===== src/rtl/cell_pkg.sv =====
// Shared definitions for the cell RAM arbiter.
// Holds the cell address width, cell data width, the starvation limit
// default, the owner encoding used for grants and read tags, and the
// read-tag record that travels down the two-stage return pipeline.
package cell_pkg;

    localparam int CELL_AW              = 16;  // {y[7:0], x[7:0]}
    localparam int CELL_W               = 4;   // one cell is a nibble
    localparam int STARVE_LIMIT_DEFAULT = 16;

    typedef enum logic [1:0] {
        NONE = 2'd0,
        VID  = 2'd1,
        ENG  = 2'd2,
        LD   = 2'd3
    } owner_e;

    // One tag per granted access: who owns it and whether data comes back.
    typedef struct packed {
        owner_e owner;
        logic   rd;
    } tag_t;

endpackage


===== src/rtl/cell_ram_arbiter_if.sv =====
// Bus bundle between the three cell RAM requesters, the cell RAM and the
// arbiter.
//
// Handshake: a requester raises req together with addr/we/din and holds
// all of them unchanged until the cycle in which its gnt is high; that
// cycle is the transfer. Nothing is queued for an ungranted requester.
// rvalid is a one-cycle strobe with no backpressure; rdata holds its last
// value while rvalid is low. ram_dout is the RAM read data and follows
// ram_addr by one cycle.
//
// master: requesters + RAM (drive req/addr/we/din and ram_dout)
// slave : arbiter (drives grants, read returns, RAM command, statistics)
interface cell_ram_arbiter_if
    import cell_pkg::*;
#(
    parameter int AW = CELL_AW
);
    logic              vid_req;
    logic [AW-1:0]     vid_addr;
    logic              vid_gnt;
    logic              vid_rvalid;
    logic [CELL_W-1:0] vid_rdata;
    logic              vid_miss;

    logic              eng_req;
    logic              eng_we;
    logic [AW-1:0]     eng_addr;
    logic [CELL_W-1:0] eng_din;
    logic              eng_gnt;
    logic              eng_rvalid;
    logic [CELL_W-1:0] eng_rdata;

    logic              ld_req;
    logic              ld_we;
    logic [AW-1:0]     ld_addr;
    logic [CELL_W-1:0] ld_din;
    logic              ld_gnt;
    logic              ld_rvalid;
    logic [CELL_W-1:0] ld_rdata;

    logic [AW-1:0]     ram_addr;
    logic              ram_we;
    logic [CELL_W-1:0] ram_din;
    logic [CELL_W-1:0] ram_dout;

    logic [15:0]       conflict_count;
    owner_e            dbg_rr_last;     // round-robin state, for observation

    modport master (
        output vid_req, vid_addr,
        output eng_req, eng_we, eng_addr, eng_din,
        output ld_req, ld_we, ld_addr, ld_din,
        output ram_dout,
        input  vid_gnt, vid_rvalid, vid_rdata, vid_miss,
        input  eng_gnt, eng_rvalid, eng_rdata,
        input  ld_gnt, ld_rvalid, ld_rdata,
        input  ram_addr, ram_we, ram_din,
        input  conflict_count, dbg_rr_last
    );

    modport slave (
        input  vid_req, vid_addr,
        input  eng_req, eng_we, eng_addr, eng_din,
        input  ld_req, ld_we, ld_addr, ld_din,
        input  ram_dout,
        output vid_gnt, vid_rvalid, vid_rdata, vid_miss,
        output eng_gnt, eng_rvalid, eng_rdata,
        output ld_gnt, ld_rvalid, ld_rdata,
        output ram_addr, ram_we, ram_din,
        output conflict_count, dbg_rr_last
    );

endinterface


===== src/rtl/rr_starve_arb.sv =====
// Grant logic for the cell RAM: video has priority, engine and loader
// share a round-robin slot, and an engine/loader requester that has been
// denied STARVE_LIMIT consecutive cycles takes the slot from video.
//
// Ports:
//   clk, rst                 clock, asynchronous active-high reset
//   vid_req/eng_req/ld_req   requests
//   vid_gnt/eng_gnt/ld_gnt   one-hot (or zero) grants, combinational
//   vid_miss                 video was requesting but was preempted
//   rr_last                  last round-robin winner (ENG or LD)
module rr_starve_arb
    import cell_pkg::*;
#(
    parameter int STARVE_LIMIT = STARVE_LIMIT_DEFAULT
)
(
    input  logic   clk,
    input  logic   rst,
    input  logic   vid_req,
    input  logic   eng_req,
    input  logic   ld_req,
    output logic   vid_gnt,
    output logic   eng_gnt,
    output logic   ld_gnt,
    output logic   vid_miss,
    output owner_e rr_last
);

    localparam int              SW    = $clog2(STARVE_LIMIT + 1);
    localparam logic [SW-1:0]   LIMIT = SW'(STARVE_LIMIT);

    logic [SW-1:0] eng_starve_q, eng_starve_d;
    logic [SW-1:0] ld_starve_q,  ld_starve_d;
    owner_e        rr_last_q,    rr_last_d;
    logic          eng_hot, ld_hot, tie_to_eng;

    assign eng_hot    = eng_req && (eng_starve_q >= LIMIT);
    assign ld_hot     = ld_req  && (ld_starve_q  >= LIMIT);
    // Loader won last time (or nobody yet) -> engine takes a tie.
    assign tie_to_eng = (rr_last_q == LD);
    assign rr_last    = rr_last_q;

    always_comb begin
        vid_gnt  = 1'b0;
        eng_gnt  = 1'b0;
        ld_gnt   = 1'b0;
        vid_miss = 1'b0;
        // Grants are forced low while reset is held.
        if (!rst) begin
            if (eng_hot && ld_hot) begin
                eng_gnt  = tie_to_eng;
                ld_gnt   = !tie_to_eng;
                vid_miss = vid_req;
            end else if (eng_hot) begin
                eng_gnt  = 1'b1;
                vid_miss = vid_req;
            end else if (ld_hot) begin
                ld_gnt   = 1'b1;
                vid_miss = vid_req;
            end else if (vid_req) begin
                vid_gnt  = 1'b1;
            end else if (eng_req && ld_req) begin
                eng_gnt  = tie_to_eng;
                ld_gnt   = !tie_to_eng;
            end else if (eng_req) begin
                eng_gnt  = 1'b1;
            end else if (ld_req) begin
                ld_gnt   = 1'b1;
            end
        end
    end

    // Starve counters: count denied cycles, clear on grant or idle. A
    // counter that loses a starved tie simply stays at the limit.
    always_comb begin
        eng_starve_d = eng_starve_q;
        ld_starve_d  = ld_starve_q;
        rr_last_d    = rr_last_q;

        if (!eng_req || eng_gnt)
            eng_starve_d = '0;
        else if (eng_starve_q < LIMIT)
            eng_starve_d = eng_starve_q + SW'(1);

        if (!ld_req || ld_gnt)
            ld_starve_d = '0;
        else if (ld_starve_q < LIMIT)
            ld_starve_d = ld_starve_q + SW'(1);

        if (eng_gnt)
            rr_last_d = ENG;
        else if (ld_gnt)
            rr_last_d = LD;
    end

    always_ff @(posedge clk or posedge rst) begin
        if (rst) begin
            eng_starve_q <= '0;
            ld_starve_q  <= '0;
            rr_last_q    <= LD;
        end else begin
            eng_starve_q <= eng_starve_d;
            ld_starve_q  <= ld_starve_d;
            rr_last_q    <= rr_last_d;
        end
    end

endmodule


===== src/rtl/cell_ram_arbiter.sv =====
// Cell RAM arbiter: three requesters (video read-only, engine, loader)
// share one single-port cell RAM with one access per cycle.
//
// Timing for a grant in cycle N:
//   N    combinational grant
//   N+1  ram_addr/ram_we/ram_din carry the winner's command
//   N+2  owner's rvalid high, rdata = ram_dout (reads only)
//
// Ports:
//   clk   clock
//   rst   asynchronous active-high reset
//   bus   cell_ram_arbiter_if.slave: requests, grants, read returns,
//         RAM command/data, conflict_count, round-robin debug state
module cell_ram_arbiter
    import cell_pkg::*;
#(
    parameter int STARVE_LIMIT = STARVE_LIMIT_DEFAULT,
    parameter int AW           = CELL_AW
)
(
    input  logic clk,
    input  logic rst,
    cell_ram_arbiter_if.slave bus
);

    logic [AW-1:0]     addr_q;
    logic              we_q;
    logic [CELL_W-1:0] din_q;
    tag_t              tag1_q, tag2_q;
    logic [15:0]       conflict_q;
    logic [CELL_W-1:0] vid_rd_q, eng_rd_q, ld_rd_q;
    logic              conflict;
    logic              vid_rv, eng_rv, ld_rv;

    rr_starve_arb #(
        .STARVE_LIMIT (STARVE_LIMIT)
    ) u_arb (
        .clk      (clk),
        .rst      (rst),
        .vid_req  (bus.vid_req),
        .eng_req  (bus.eng_req),
        .ld_req   (bus.ld_req),
        .vid_gnt  (bus.vid_gnt),
        .eng_gnt  (bus.eng_gnt),
        .ld_gnt   (bus.ld_gnt),
        .vid_miss (bus.vid_miss),
        .rr_last  (bus.dbg_rr_last)
    );

    // Two or more requesters active in the same cycle.
    assign conflict = (bus.vid_req & bus.eng_req) |
                      (bus.vid_req & bus.ld_req)  |
                      (bus.eng_req & bus.ld_req);

    // Read return is decoded from the second tag stage, which lines up
    // with the RAM's one-cycle read latency.
    assign vid_rv = tag2_q.rd && (tag2_q.owner == VID);
    assign eng_rv = tag2_q.rd && (tag2_q.owner == ENG);
    assign ld_rv  = tag2_q.rd && (tag2_q.owner == LD);

    always_ff @(posedge clk or posedge rst) begin
        if (rst) begin
            addr_q     <= '0;
            we_q       <= 1'b0;
            din_q      <= '0;
            tag1_q     <= tag_t'{owner: NONE, rd: 1'b0};
            tag2_q     <= tag_t'{owner: NONE, rd: 1'b0};
            conflict_q <= '0;
            vid_rd_q   <= '0;
            eng_rd_q   <= '0;
            ld_rd_q    <= '0;
        end else begin
            // Without a grant the address/data registers hold.
            we_q   <= 1'b0;
            tag1_q <= tag_t'{owner: NONE, rd: 1'b0};
            if (bus.vid_gnt) begin
                addr_q <= bus.vid_addr;
                tag1_q <= tag_t'{owner: VID, rd: 1'b1};
            end else if (bus.eng_gnt) begin
                addr_q <= bus.eng_addr;
                we_q   <= bus.eng_we;
                din_q  <= bus.eng_din;
                tag1_q <= tag_t'{owner: ENG, rd: !bus.eng_we};
            end else if (bus.ld_gnt) begin
                addr_q <= bus.ld_addr;
                we_q   <= bus.ld_we;
                din_q  <= bus.ld_din;
                tag1_q <= tag_t'{owner: LD, rd: !bus.ld_we};
            end
            tag2_q <= tag1_q;

            if (conflict && (conflict_q != 16'hFFFF))
                conflict_q <= conflict_q + 16'd1;

            // Capture so rdata keeps its value once rvalid drops.
            if (vid_rv) vid_rd_q <= bus.ram_dout;
            if (eng_rv) eng_rd_q <= bus.ram_dout;
            if (ld_rv)  ld_rd_q  <= bus.ram_dout;
        end
    end

    assign bus.ram_addr       = addr_q;
    assign bus.ram_we         = we_q;
    assign bus.ram_din        = din_q;
    assign bus.conflict_count = conflict_q;

    assign bus.vid_rvalid = vid_rv;
    assign bus.eng_rvalid = eng_rv;
    assign bus.ld_rvalid  = ld_rv;
    assign bus.vid_rdata  = vid_rv ? bus.ram_dout : vid_rd_q;
    assign bus.eng_rdata  = eng_rv ? bus.ram_dout : eng_rd_q;
    assign bus.ld_rdata   = ld_rv  ? bus.ram_dout : ld_rd_q;

endmodule


===== src/flat_wrapper.sv =====
// flat-port wrapper written by rule: the top's interface ports become plain ports
module cell_ram_arbiter_flat import cell_pkg::*;
#(
    parameter int STARVE_LIMIT = STARVE_LIMIT_DEFAULT,
    parameter int AW           = CELL_AW
)
  (clk, rst, bus_vid_req, bus_vid_addr, bus_eng_req, bus_eng_we, bus_eng_addr, bus_eng_din, bus_ld_req, bus_ld_we, bus_ld_addr, bus_ld_din, bus_ram_dout, bus_vid_gnt, bus_vid_rvalid, bus_vid_rdata, bus_vid_miss, bus_eng_gnt, bus_eng_rvalid, bus_eng_rdata, bus_ld_gnt, bus_ld_rvalid, bus_ld_rdata, bus_ram_addr, bus_ram_we, bus_ram_din, bus_conflict_count, bus_dbg_rr_last);
  cell_ram_arbiter_if #(.AW(AW)) bus_i ();
  input  logic clk;
  input  logic rst;
  input wire logic [$bits(bus_i.vid_req)-1:0] bus_vid_req;
  input wire logic [$bits(bus_i.vid_addr)-1:0] bus_vid_addr;
  input wire logic [$bits(bus_i.eng_req)-1:0] bus_eng_req;
  input wire logic [$bits(bus_i.eng_we)-1:0] bus_eng_we;
  input wire logic [$bits(bus_i.eng_addr)-1:0] bus_eng_addr;
  input wire logic [$bits(bus_i.eng_din)-1:0] bus_eng_din;
  input wire logic [$bits(bus_i.ld_req)-1:0] bus_ld_req;
  input wire logic [$bits(bus_i.ld_we)-1:0] bus_ld_we;
  input wire logic [$bits(bus_i.ld_addr)-1:0] bus_ld_addr;
  input wire logic [$bits(bus_i.ld_din)-1:0] bus_ld_din;
  input wire logic [$bits(bus_i.ram_dout)-1:0] bus_ram_dout;
  output wire logic [$bits(bus_i.vid_gnt)-1:0] bus_vid_gnt;
  output wire logic [$bits(bus_i.vid_rvalid)-1:0] bus_vid_rvalid;
  output wire logic [$bits(bus_i.vid_rdata)-1:0] bus_vid_rdata;
  output wire logic [$bits(bus_i.vid_miss)-1:0] bus_vid_miss;
  output wire logic [$bits(bus_i.eng_gnt)-1:0] bus_eng_gnt;
  output wire logic [$bits(bus_i.eng_rvalid)-1:0] bus_eng_rvalid;
  output wire logic [$bits(bus_i.eng_rdata)-1:0] bus_eng_rdata;
  output wire logic [$bits(bus_i.ld_gnt)-1:0] bus_ld_gnt;
  output wire logic [$bits(bus_i.ld_rvalid)-1:0] bus_ld_rvalid;
  output wire logic [$bits(bus_i.ld_rdata)-1:0] bus_ld_rdata;
  output wire logic [$bits(bus_i.ram_addr)-1:0] bus_ram_addr;
  output wire logic [$bits(bus_i.ram_we)-1:0] bus_ram_we;
  output wire logic [$bits(bus_i.ram_din)-1:0] bus_ram_din;
  output wire logic [$bits(bus_i.conflict_count)-1:0] bus_conflict_count;
  output wire logic [$bits(bus_i.dbg_rr_last)-1:0] bus_dbg_rr_last;
  assign bus_i.vid_req = bus_vid_req;
  assign bus_i.vid_addr = bus_vid_addr;
  assign bus_i.eng_req = bus_eng_req;
  assign bus_i.eng_we = bus_eng_we;
  assign bus_i.eng_addr = bus_eng_addr;
  assign bus_i.eng_din = bus_eng_din;
  assign bus_i.ld_req = bus_ld_req;
  assign bus_i.ld_we = bus_ld_we;
  assign bus_i.ld_addr = bus_ld_addr;
  assign bus_i.ld_din = bus_ld_din;
  assign bus_i.ram_dout = bus_ram_dout;
  assign bus_vid_gnt = bus_i.vid_gnt;
  assign bus_vid_rvalid = bus_i.vid_rvalid;
  assign bus_vid_rdata = bus_i.vid_rdata;
  assign bus_vid_miss = bus_i.vid_miss;
  assign bus_eng_gnt = bus_i.eng_gnt;
  assign bus_eng_rvalid = bus_i.eng_rvalid;
  assign bus_eng_rdata = bus_i.eng_rdata;
  assign bus_ld_gnt = bus_i.ld_gnt;
  assign bus_ld_rvalid = bus_i.ld_rvalid;
  assign bus_ld_rdata = bus_i.ld_rdata;
  assign bus_ram_addr = bus_i.ram_addr;
  assign bus_ram_we = bus_i.ram_we;
  assign bus_ram_din = bus_i.ram_din;
  assign bus_conflict_count = bus_i.conflict_count;
  assign bus_dbg_rr_last = bus_i.dbg_rr_last;
  cell_ram_arbiter #(.STARVE_LIMIT(STARVE_LIMIT), .AW(AW)) u_core (.clk(clk), .rst(rst), .bus(bus_i));
endmodule

===== config.mk =====
export PLATFORM = sky130hd
export DESIGN_NAME = cell_ram_arbiter_flat
export DESIGN_NICKNAME = d
export VERILOG_FILES = /design/src/rtl/cell_pkg.sv /design/src/rtl/cell_ram_arbiter_if.sv /design/src/rtl/rr_starve_arb.sv /design/src/rtl/cell_ram_arbiter.sv /design/src/flat_wrapper.sv
export SDC_FILE = /design/constraint.sdc
export NUM_CORES = 1
export LEC_CHECK = 0
export CAP_MARGIN = 0
export CELL_PAD_IN_SITES_DETAIL_PLACEMENT = 1
export CELL_PAD_IN_SITES_GLOBAL_PLACEMENT = 1
export CORE_MARGIN = 4
export CORE_UTILIZATION = 35
export DETAILED_ROUTE_END_ITERATION = 8
export PLACE_DENSITY_LB_ADDON = 0.05
export SETUP_SLACK_MARGIN = 0.15
export SLEW_MARGIN = 20
export SYNTH_ARGS = -nofsm -noshare
export SYNTH_HDL_FRONTEND = slang
export SYNTH_SLANG_ARGS = --single-unit

===== constraint.sdc =====
create_clock -name clk -period 6.8 [get_ports clk]
set_input_delay 1.02 -clock clk [delete_from_list [all_inputs] [get_ports clk]]
set_output_delay 1.02 -clock clk [all_outputs]
set_load 0.05 [all_outputs]

Run 1, pin placement:
Pins as bars across the die edge, other pins in gray.
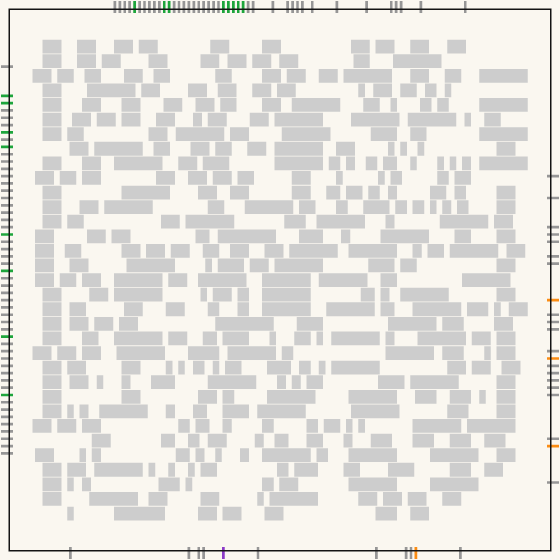
legend:
  rst:
    color: purple
    pins: 1
    direction: input
    edge: bottom
  bus_vid_rdata:
    color: orange
    pins: 4
    direction: output
    edge: 3 right, 1 bottom
  bus_eng_addr:
    color: green
    pins: 16
    direction: input
    edge: 8 top, 8 left

Run 1, placed standard cells:
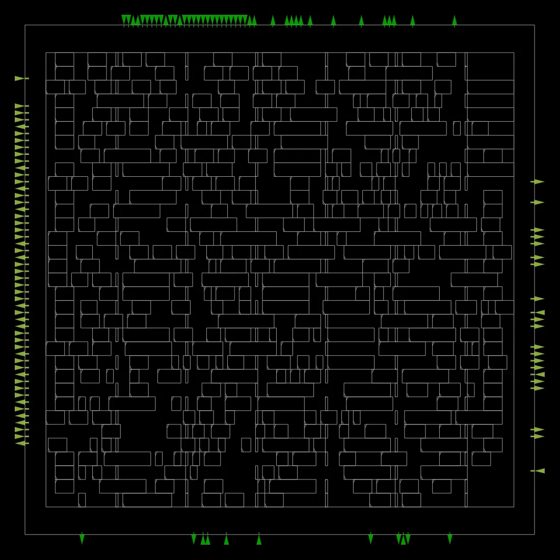
registers: 66
Util after Layout: 54.6%
num rows: 33
n_taps: 105
Filler cells: 886

Run 1, metal 3:
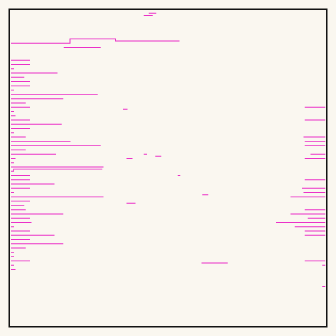
nets with wire on the layer: 76
share of all routed wire: 8.1%
wire length on this layer: 644 um
longest straight run: 29.2 um
main direction: horizontal

Run 1, routed clock nets over the placement:
The bar under the picture is 20 um long.
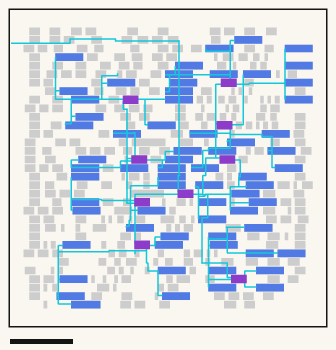
legend:
  clock wires:
    color: cyan
    length: 860 um
  flip-flops:
    color: blue
    count: 66
  clock drivers:
    color: purple
    count: 9
flops lie: spread over the die

==> flow_summary.json, run 1 <==
{
  "status": "finished clean",
  "via_count": 2430,
  "io_pins": 125,
  "hold_buffers": 0,
  "grt_remaining_overflow": 0,
  "r2r-start": "u_core.u_arb.ld_starve_q[4]$_DFFE_PP0P_",
  "grt_max_degree": 53,
  "port_buffers": 123,
  "syn2layout_area_growth_pct": 50.7,
  "hp-class": "flop to flop",
  "most_common_cell": "dfrtp_1",
  "cellPowerDensity_mw_per_mm2": 326,
  "cts_resized": 0,
  "leakagePower_nw": 1.95,
  "place.gp.congestion": 0.733,
  "min_to": "u_core.tag2_q[1]$_DFF_PP0_",
  "die_h_um": 101,
  "setup_viol": 0,
  "top_cell_area_share_pct": 54.1,
  "synth.distinct_cells": 48,
  "avgRoutedWirePerCell_um": 16.4,
  "clockBufferDepth": 2,
  "ctsHtreeMaxLevel": 3,
  "cp_cell_sequence": "clkdlybuf4s50_1 -> inv_2 -> o2111a_2 -> clkdlybuf4s50_1",
  "path_class": "primary input to primary output",
  "yosys_cells": 252,
  "place_area_mm2": 0.00431,
  "skew_ps": 7.82,
  "core_area_mm2": 0.00830,
  "postCtsSetupRepairBufs": 0,
  "yosysTopAreaCell": "dfrtp_1",
  "yosys_most_used_dff": "dfrtp_1",
  "rsz0062_at_grt": "false",
  "drt-initial-drc-count": 55,
  "grt_first_pass_wirelength_mm": 12.7,
  "drc": 0,
  "netlist_instances": 252,
  "clk_pin_slew_ps": 70,
  "dp_hpwl_mm": 6.02,
  "cts_buffers": 9,
  "fmax_mhz": 224,
  "cp_max_fo": 32,
  "r2r-end": "u_core.bus.ram_addr[13]$_DFFE_PP0P_",
  "maxCapViolCount": 0,
  "critPathMaxStageDelay_ps": 930,
  "maxSlewHeadroom_pct": 57.2,
  "timing.final.ws_setup_ps": 2340,
  "critPathCaptureType": "primary output",
  "worstPathRequired_ps": 5780,
  "cpMostUsedCell": "clkdlybuf4s50_1"
}
-- run 1: routing by layer --
| metal | track usage, % | up-vias | wire (um) |
|---|---|---|---|
| met3 | 5.54 | 11 | 643 |
| met5 | 0 | - | 0 |
| met4 | 8.39 | 0 | 186 |
| met2 | 26.7 | 83 | 3890 |
| met1 | 18.8 | 1169 | 3260 |
| li1 | - | 1167 | - |
-- run 1: area by class of cell --
type,instances,area (um2),area share [%]
clock inverter,6,80.1,1.77
inverter,11,43.8,0.967
multi-input combinational,162,1230,27.2
clock buffer,10,138,3.04
timing repair buffer,126,1250,27.7
sequential,66,1650,36.5
tap,105,131,2.90
-- run 1: stage by stage --
step	total power, mW	hold WS (ps)
floorplan	0.910	331
global placement	1.13	340
detailed placement	1.13	337
CTS	1.50	345
global route	1.55	356
finish	1.48	345
-- run 1: how the worst max path moves through the flow --
stage	start	end	slack [ps]	cells after the start
2_1_floorplan	rst	bus_eng_gnt	2210	3
5_1_grt	rst	bus_eng_gnt	2150	4
6_report	rst	bus_eng_gnt	2340	4
3_5_place_dp	rst	bus_eng_gnt	2280	4
4_1_cts	rst	bus_eng_gnt	2280	4
3_3_place_gp	rst	bus_eng_gnt	2320	4
-- run 1: logic make-up (layout without fill, tap and decap cells) --
logic type | Yosys count | after routing | share of synthesized area (%)
flops | 66 | 66 | 55.0
simple gates | 65 | 65 | 11.9
compound gates | 54 | 54 | 14.9
buf+inv | 24 | 153 | 4.04
mux | 19 | 19 | 6.87
xor+xnor | 18 | 18 | 5.25
fa+ha+maj | 5 | 5 | 1.96
other cells | 1 | 1 | 0.125
-- run 1: state kept, by name, indices dropped and copies added (netlist names) --
| signal | cells |
|---|---|
| u_core.bus.ram_we | 1 |
| u_core.bus.ram_addr | 16 |
| u_core.vid_rd_q | 4 |
| u_core.u_arb.eng_starve_q | 5 |
| u_core.u_arb.ld_starve_q | 5 |
| u_core.tag1_q | 3 |
| u_core.tag2_q | 3 |
| u_core.u_arb.rr_last | 1 |
| u_core.bus.conflict_count | 16 |
| u_core.bus.ram_din | 4 |
| u_core.ld_rd_q | 4 |
| u_core.eng_rd_q | 4 |
-- run 1: cell usage in the layout, fill, tap and decap left out, drive strengths merged, types with 3 or more instances in the layout --
cell type and n:
nor2 13, mux2i 6, buf 3, inv 11, a22o 17, nand4 8
clkdlybuf4s50 123, nor2b 4, o21ai 6, a221o 17, dfrtp 65, clkbuf 10
nand2 13, mux2 13, ha 3, clkinv 4, xor2 8, or2 3
xnor2 10, and3 6, nand3 7, a21oi 5
-- run 1: power by group --
group          switching [mW]  internal [mW]  total (mW)  leakage [nW]
clock network           0.143          0.214       0.356         0.116
registers              0.0558          0.470       0.526         0.828
logic                   0.371          0.223       0.594          1.00
total                   0.569          0.907        1.48          1.95
Run 1, local utilization:
10 x 10 tiles, from white (low) to dark blue (high), 0 to 100% covered.
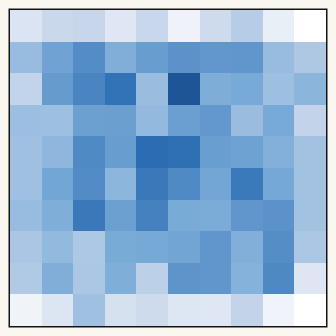

## Run 2: what changed since run 1
--- a/config.mk
+++ b/config.mk
@@ -9,7 +9,7 @@
 export CELL_PAD_IN_SITES_DETAIL_PLACEMENT = 1
 export CELL_PAD_IN_SITES_GLOBAL_PLACEMENT = 1
 export CORE_MARGIN = 4
-export CORE_UTILIZATION = 35
+export CORE_UTILIZATION = 32
 export DETAILED_ROUTE_END_ITERATION = 8
 export PLACE_DENSITY_LB_ADDON = 0.05
 export SETUP_SLACK_MARGIN = 0.15
==> constraint.sdc (replaced) <==
create_clock -name clk -period 4.4 [get_ports clk]
set_input_delay 0.66 -clock clk [delete_from_list [all_inputs] [get_ports clk]]
set_output_delay 0.66 -clock clk [all_outputs]
set_load 0.05 [all_outputs]
Run 2, local utilization:
10 x 10 tiles, from white (low) to dark blue (high), 0 to 100% covered.
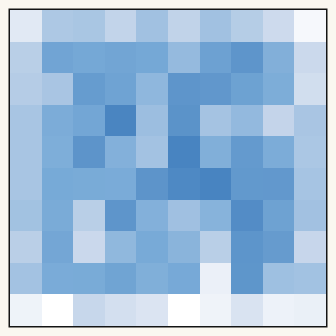
mean over tiles: 40%
fullest tile: 66%
densest ninth of the die: center
nearly empty tiles: 2.0%

==> run 2 against run 1 <==
- design area is 1.0% higher
- final cell count is 1.4% higher
- global-route usage is 0.73 points lower
- first-iteration DRC count grew 40%
- combinational power grew 55%
- sequential power is 54% higher
- worst hold slack better by 10 ps
- sequential share of layout area decreased by 0.38 points
- routed wire length increased by 4.0%
- worst setup slack lost 1200 ps
- core utilization is 4.8 points lower
- largest cell class unchanged
- largest power group unchanged
- highest routed layer unchanged
==> flow_summary.json, run 2 <==
{
  "power.clock.fraction_pct": 27.1,
  "maxSlewViolCount": 0,
  "worstPathRequired_ps": 3740,
  "hold_buffers": 0,
  "arrival_ps": 2570,
  "avgRoutedWirePerCell_um": 16.8,
  "maxSlewHeadroom_pct": 54.3,
  "ys_async_sr_fraction_pct": 100,
  "core_area_mm2": 0.00920,
  "flop_area_mm2": 0.00165,
  "yosys_cells": 252,
  "finalClockPeriodUsage_pct": 73.5,
  "synth.distinct_cells": 48,
  "die_h_um": 105,
  "grt_remaining_overflow": 0,
  "drc": 0,
  "skew_ps": 10.2,
  "syn2layout_area_growth_pct": 52.3,
  "path_class": "primary input to primary output",
  "netlist_instances": 252,
  "leakagePower_nw": 1.96,
  "cts_resized": 0,
  "yosysSeqAreaShare_pct": 55.0,
  "yosysTopAreaCell": "dfrtp_1",
  "die_width_um": 105,
  "hp-class": "flop to flop",
  "place.gp.congestion": 0.738,
  "p_seq_share_pct": 34.2,
  "clk_latency_ps": 340,
  "root_buffer": "clkbuf_8",
  "lay_top_count": "clkdlybuf4s50_1",
  "worst_pin_slew_ps": 683,
  "maxCapViolCount": 0,
  "warning_count": 26,
  "yosysWarnings": 0,
  "most_common_cell": "dfrtp_1",
  "cp_max_fo": 19,
  "clockBufferDepth": 2,
  "postCtsSetupRepairBufs": 0,
  "clock-sinks": 66,
  "setup_viol": 0,
  "grt_max_degree": 52,
  "port_buffers": 123,
  "critPathCaptureType": "primary output",
  "edf_count": 0,
  "ctsHtreeMaxLevel": 3,
  "p_sw_share_pct": 37.6,
  "num_rows": 35,
  "power_mw": 2.37,
  "grt_first_pass_wirelength_mm": 13.5,
  "wl_met3_um": 623,
  "clk_pin_slew_ps": 70,
  "netSwitchingPower_mw": 0.892,
  "cellPowerDensity_mw_per_mm2": 518,
  "top_cell_area_share_pct": 54.1,
  "io_pins": 125,
  "via_count": 2466,
  "fmax_mhz": 309,
  "met2WireLength_mm": 4.04,
  "dp_hpwl_mm": 6.07,
  "syn_avg_cell_area_um2": 11.9,
  "met1_length_mm": 3.48,
  "rsz0062_at_grt": "false",
  "drt-initial-drc-count": 77,
  "status": "finished clean",
  "p_int_mw": 1.48,
  "final_cell_mix": "clkdlybuf4s50_1 (122), dfrtp_1 (65), a22o_1 (17), a221o_1 (17)",
  "cts_buffers": 9,
  "comb_area_mm2": 0.00123,
  "top_layer": "met4",
  "combPwrFrac_pct": 38.7,
  "n_fill_cell": 1003,
  "yosys_most_used_dff": "dfrtp_1"
}
run 2: cell count changes in the layout (fill, tap and decap cells not counted):
cell             delta
buf_4               +2
bufinv_16           +1
clkbuf_1            +1
clkbuf_8            +1
clkdlybuf4s50_1     -1
clkinv_2            -4
clkinvlp_4          +1
run 2: cell type report:
| class | instances | share of cell area [%] |
|---|---|---|
| multi-input combinational | 162 | 26.9 |
| inverter | 11 | 0.957 |
| sequential | 66 | 36.1 |
| timing repair buffer | 127 | 27.5 |
| tap | 111 | 3.03 |
| clock inverter | 4 | 2.13 |
| clock buffer | 12 | 3.39 |
run 2: path summary, 6_finish.rpt:
path	start	endpoint	slack, ps	depth (start not counted)
hold reg to reg	u_core.tag1_q[2]$_DFF_PP0_	u_core.tag2_q[2]$_DFF_PP0_	350	0
min in group asynchronous	rst	u_core.u_arb.eng_starve_q[1]$_DFFE_PP0P_	710	2
setup reg to reg	u_core.u_arb.ld_starve_q[4]$_DFFE_PP0P_	u_core.bus.ram_addr[7]$_DFFE_PP0P_	1980	6
setup / recovery	rst	bus_vid_gnt	1170	4
max in group asynchronous	rst	u_core.bus.conflict_count[1]$_DFFE_PP0P_	2690	3
hold / removal	u_core.tag1_q[2]$_DFF_PP0_	u_core.tag2_q[2]$_DFF_PP0_	350	0
run 2: cell families after synthesis:
group                    share of synthesized area, %
XOR/XNOR                                         5.25
AND-OR/OR-AND                                    14.9
multiplexers                                     6.87
adder cells (fa/ha/maj)                          1.96
AND/OR/NAND/NOR                                  11.9
flip-flops                                       55.0
buffers and inverters                            4.04
other                                           0.125
run 2: per-stage QoR:
| step | std cells | util [%] | area [um2] | worst slack (ps) | hold slack (ps) |
|---|---|---|---|---|---|
| CTS | 493 | 49.8 | 4580 | 1120 | 359 |
| global route | 493 | 49.8 | 4580 | 1010 | 369 |
| finish | 493 | 49.8 | 4580 | 1170 | 355 |
| detailed placement | 477 | 47.0 | 4330 | 1120 | 336 |
| floorplan | 252 | - | 3010 | 532 | 331 |
| global placement | 477 | 47.0 | 4330 | 1150 | 335 |
run 2: critical path, cell delays in order:
cell and delay, ps:
clkdlybuf4s50_1 480, inv_2 330, and3_1 240, clkdlybuf4s50_1 860
run 2: power by group through the flow:
stage | clock, mW | sequential [mW] | combinational (mW)
2_1_floorplan | 0 | 1.05 | 0.359
3_5_place_dp | 0 | 0.818 | 0.930
3_3_place_gp | 0 | 0.819 | 0.922
6_report | 0.644 | 0.810 | 0.918
5_1_grt | 0.691 | 0.830 | 0.966
4_1_cts | 0.668 | 0.810 | 0.931
run 2: per-layer routing:
metal,global-route usage [%],up-vias
li1,-,1174
met1,18.8,1199
met2,25.4,84
met3,5.56,9
met4,5.81,0
met5,0,-
Run 2, pin placement:
Pins as bars across the die edge, other pins in gray.
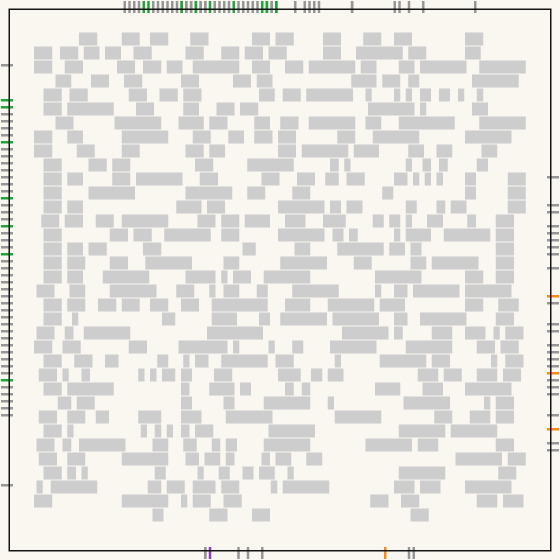

## Run 3: what changed since run 2
==> constraint.sdc (replaced) <==
create_clock -name clk -period 3.2 [get_ports clk]
set_input_delay 0.48 -clock clk [delete_from_list [all_inputs] [get_ports clk]]
set_output_delay 0.48 -clock clk [all_outputs]
set_load 0.05 [all_outputs]
Run 3, pin placement:
Pins as bars across the die edge, other pins in gray.
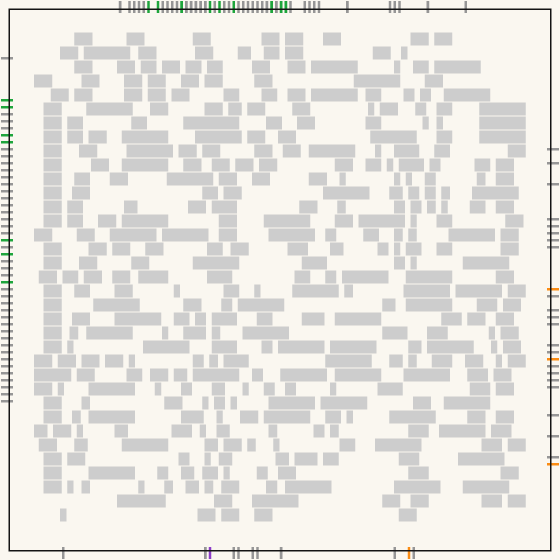
legend:
  bus_eng_addr:
    color: green
    pins: 16
    direction: input
    edge: 9 top, 7 left
  bus_vid_rdata:
    color: orange
    pins: 4
    direction: output
    edge: 3 right, 1 bottom
  rst:
    color: purple
    pins: 1
    direction: input
    edge: bottom
all pins by edge: 45 top, 45 left, 24 right, 11 bottom

==> run 3 against run 2 <==
- worst setup slack worse by 590 ps
- clock skew up 3.2 ps
- register-to-register slack worse by 1000 ps
- clock power up 7.6%
- combinational power up 38%
- worst hold slack better by 4.0 ps
- critical endpoint unchanged
- largest cell class unchanged
==> flow_summary.json, run 3 <==
{
  "worst_pin_slew_ps": 826,
  "crit_path_top_delay_cell": "clkdlybuf4s50_1",
  "antenna_found_initial": 0,
  "dp_hpwl_mm": 6.41,
  "fmax_mhz": 382,
  "cp_cell_sequence": "clkdlybuf4s50_1 -> a22oi_1 -> and3_1 -> buf_4",
  "most_common_cell": "dfrtp_1",
  "skew_ps": 13.4,
  "maxSlewHeadroom_pct": 45.0,
  "port_buffers": 123,
  "setup_viol": 0,
  "place.gp.congestion": 0.730,
  "synth.distinct_cells": 48,
  "yosys_cells": 252,
  "antenna_cells": 0,
  "leakagePower_nw": 1.95,
  "grt_remaining_overflow": 0,
  "yosysWarnings": 0,
  "p_seq_share_pct": 36.2,
  "arrival_ps": 2140,
  "syn2layout_area_growth_pct": 51.2,
  "p_int_mw": 1.86,
  "power.clock.fraction_pct": 22.5,
  "fin_crit_ps": 2620,
  "netlist_instances": 252,
  "drt-initial-drc-count": 58,
  "n_fill_cell": 986,
  "cp_max_fo": 11,
  "via_count": 2463,
  "root_buffer": "clkbuf_8",
  "maxCapViolCount": 0,
  "critPathCaptureType": "primary output",
  "lay_top_count": "clkdlybuf4s50_1",
  "yosysTopAreaCell": "dfrtp_1",
  "combPwrFrac_pct": 41.3,
  "clock-sinks": 66,
  "hold_buffers": 0,
  "ys_async_sr_fraction_pct": 100,
  "r2r_setup_slack_ps": 950,
  "final_util_pct": 49.4,
  "die_width_um": 105,
  "critPathMaxStageDelay_ps": 570,
  "yosysSeqAreaShare_pct": 55.0,
  "clk_pin_slew_ps": 80,
  "grt_max_degree": 67,
  "io_pins": 125,
  "ctsHtreeMaxLevel": 3,
  "p_sw_share_pct": 39.6,
  "drc": 0,
  "cts_resized": 0,
  "hp-class": "flop to flop",
  "design_area_mm2": 0.00455,
  "avgRoutedWirePerCell_um": 16.9,
  "num_rows": 35,
  "maxSlewViolCount": 0,
  "finalClockPeriodUsage_pct": 81.9,
  "postCtsSetupRepairBufs": 0,
  "place_area_mm2": 0.00435,
  "clk_latency_ps": 330,
  "edf_count": 0,
  "netSwitchingPower_mw": 1.22,
  "cts_buffers": 9,
  "die_h_um": 105,
  "rsz0062_at_grt": "false",
  "warning_count": 26,
  "final_cell_mix": "clkdlybuf4s50_1 (119), dfrtp_1 (65), a22o_1 (17), a221o_1 (17)",
  "grt_first_pass_wirelength_mm": 13.4,
  "clockBufferDepth": 2,
  "core_area_mm2": 0.00920,
  "worstPathRequired_ps": 2720,
  "status": "finished clean",
  "yosys_most_used_dff": "dfrtp_1",
  "path_class": "primary input to primary output",
  "power_mw": 3.08,
  "syn_avg_cell_area_um2": 11.9
}
## run 3: power by group through the flow
stage	Sequential [mW]	Clock (mW)	Combinational [mW]
finish	1.11	0.693	1.27
global route	1.14	0.758	1.34
CTS	1.12	0.721	1.29
detailed placement	1.13	0	1.29
global placement	1.13	0	1.27
floorplan	1.44	0	0.494
## run 3: path summary, 6_finish.rpt
check                      cells after the start                                       to                                     from
min reg2reg                                    0               u_core.tag2_q[0]$_DFF_PP0_               u_core.tag1_q[0]$_DFF_PP0_
max in group asynchronous                      3             u_core.vid_rd_q[3]$_DFF_PP0_                                      rst
max                                            4                              bus_vid_gnt                              bus_eng_req
max reg2reg                                    5       u_core.bus.ram_addr[9]$_DFFE_PP0P_  u_core.u_arb.ld_starve_q[4]$_DFFE_PP0P_
min in group asynchronous                      3  u_core.u_arb.ld_starve_q[4]$_DFFE_PP0P_                                      rst
min                                            0               u_core.tag2_q[0]$_DFF_PP0_               u_core.tag1_q[0]$_DFF_PP0_
## run 3: through the flow
| step | std cells | hold WS [ps] | worst slack, ps |
|---|---|---|---|
| after floorplan | 252 | 331 | 297 |
| after global placement | 479 | 337 | 587 |
| after detailed placement | 479 | 336 | 563 |
| after CTS | 495 | 360 | 549 |
| after global routing | 495 | 376 | 428 |
| final | 495 | 359 | 581 |
## run 3: worst max-delay path, delay by kind of cell
family,cells,cell delay (ps)
AOI/OAI and AO/OA,1,260
buffers and inverters,2,870
and+or+nand+nor,1,520
## run 3: layer usage
layer | up-vias | GRT usage [%] | routed length [um]
li1 | 1175 | - | -
met1 | 1200 | 17.5 | 3370
met3 | 10 | 4.08 | 520
met2 | 78 | 27.6 | 4380
met4 | 0 | 5.06 | 104
met5 | - | 0 | 0
## run 3: cells by family after synthesis
family	count (synthesis)	synth area share, %
other	1	0.125
multiplexers	19	6.87
adder cells (fa/ha/maj)	5	1.96
flip-flops	66	55.0
AND-OR/OR-AND	54	14.9
buffers and inverters	24	4.04
AND/OR/NAND/NOR	65	11.9
XOR/XNOR	18	5.25
## run 3: final cells by class
type                            count  area [um2]  area share (%)
Clock buffer                       12         145            3.19
Timing Repair Buffer              129        1280            28.1
Multi-Input combinational cell    162        1230            27.1
Tap cell                          111         139            3.06
Inverter                           11        47.5            1.05
Clock inverter                      4        51.3            1.13
Sequential cell                    66        1650            36.4
No activity file was given, so power comes from the tool's default toggle rates.
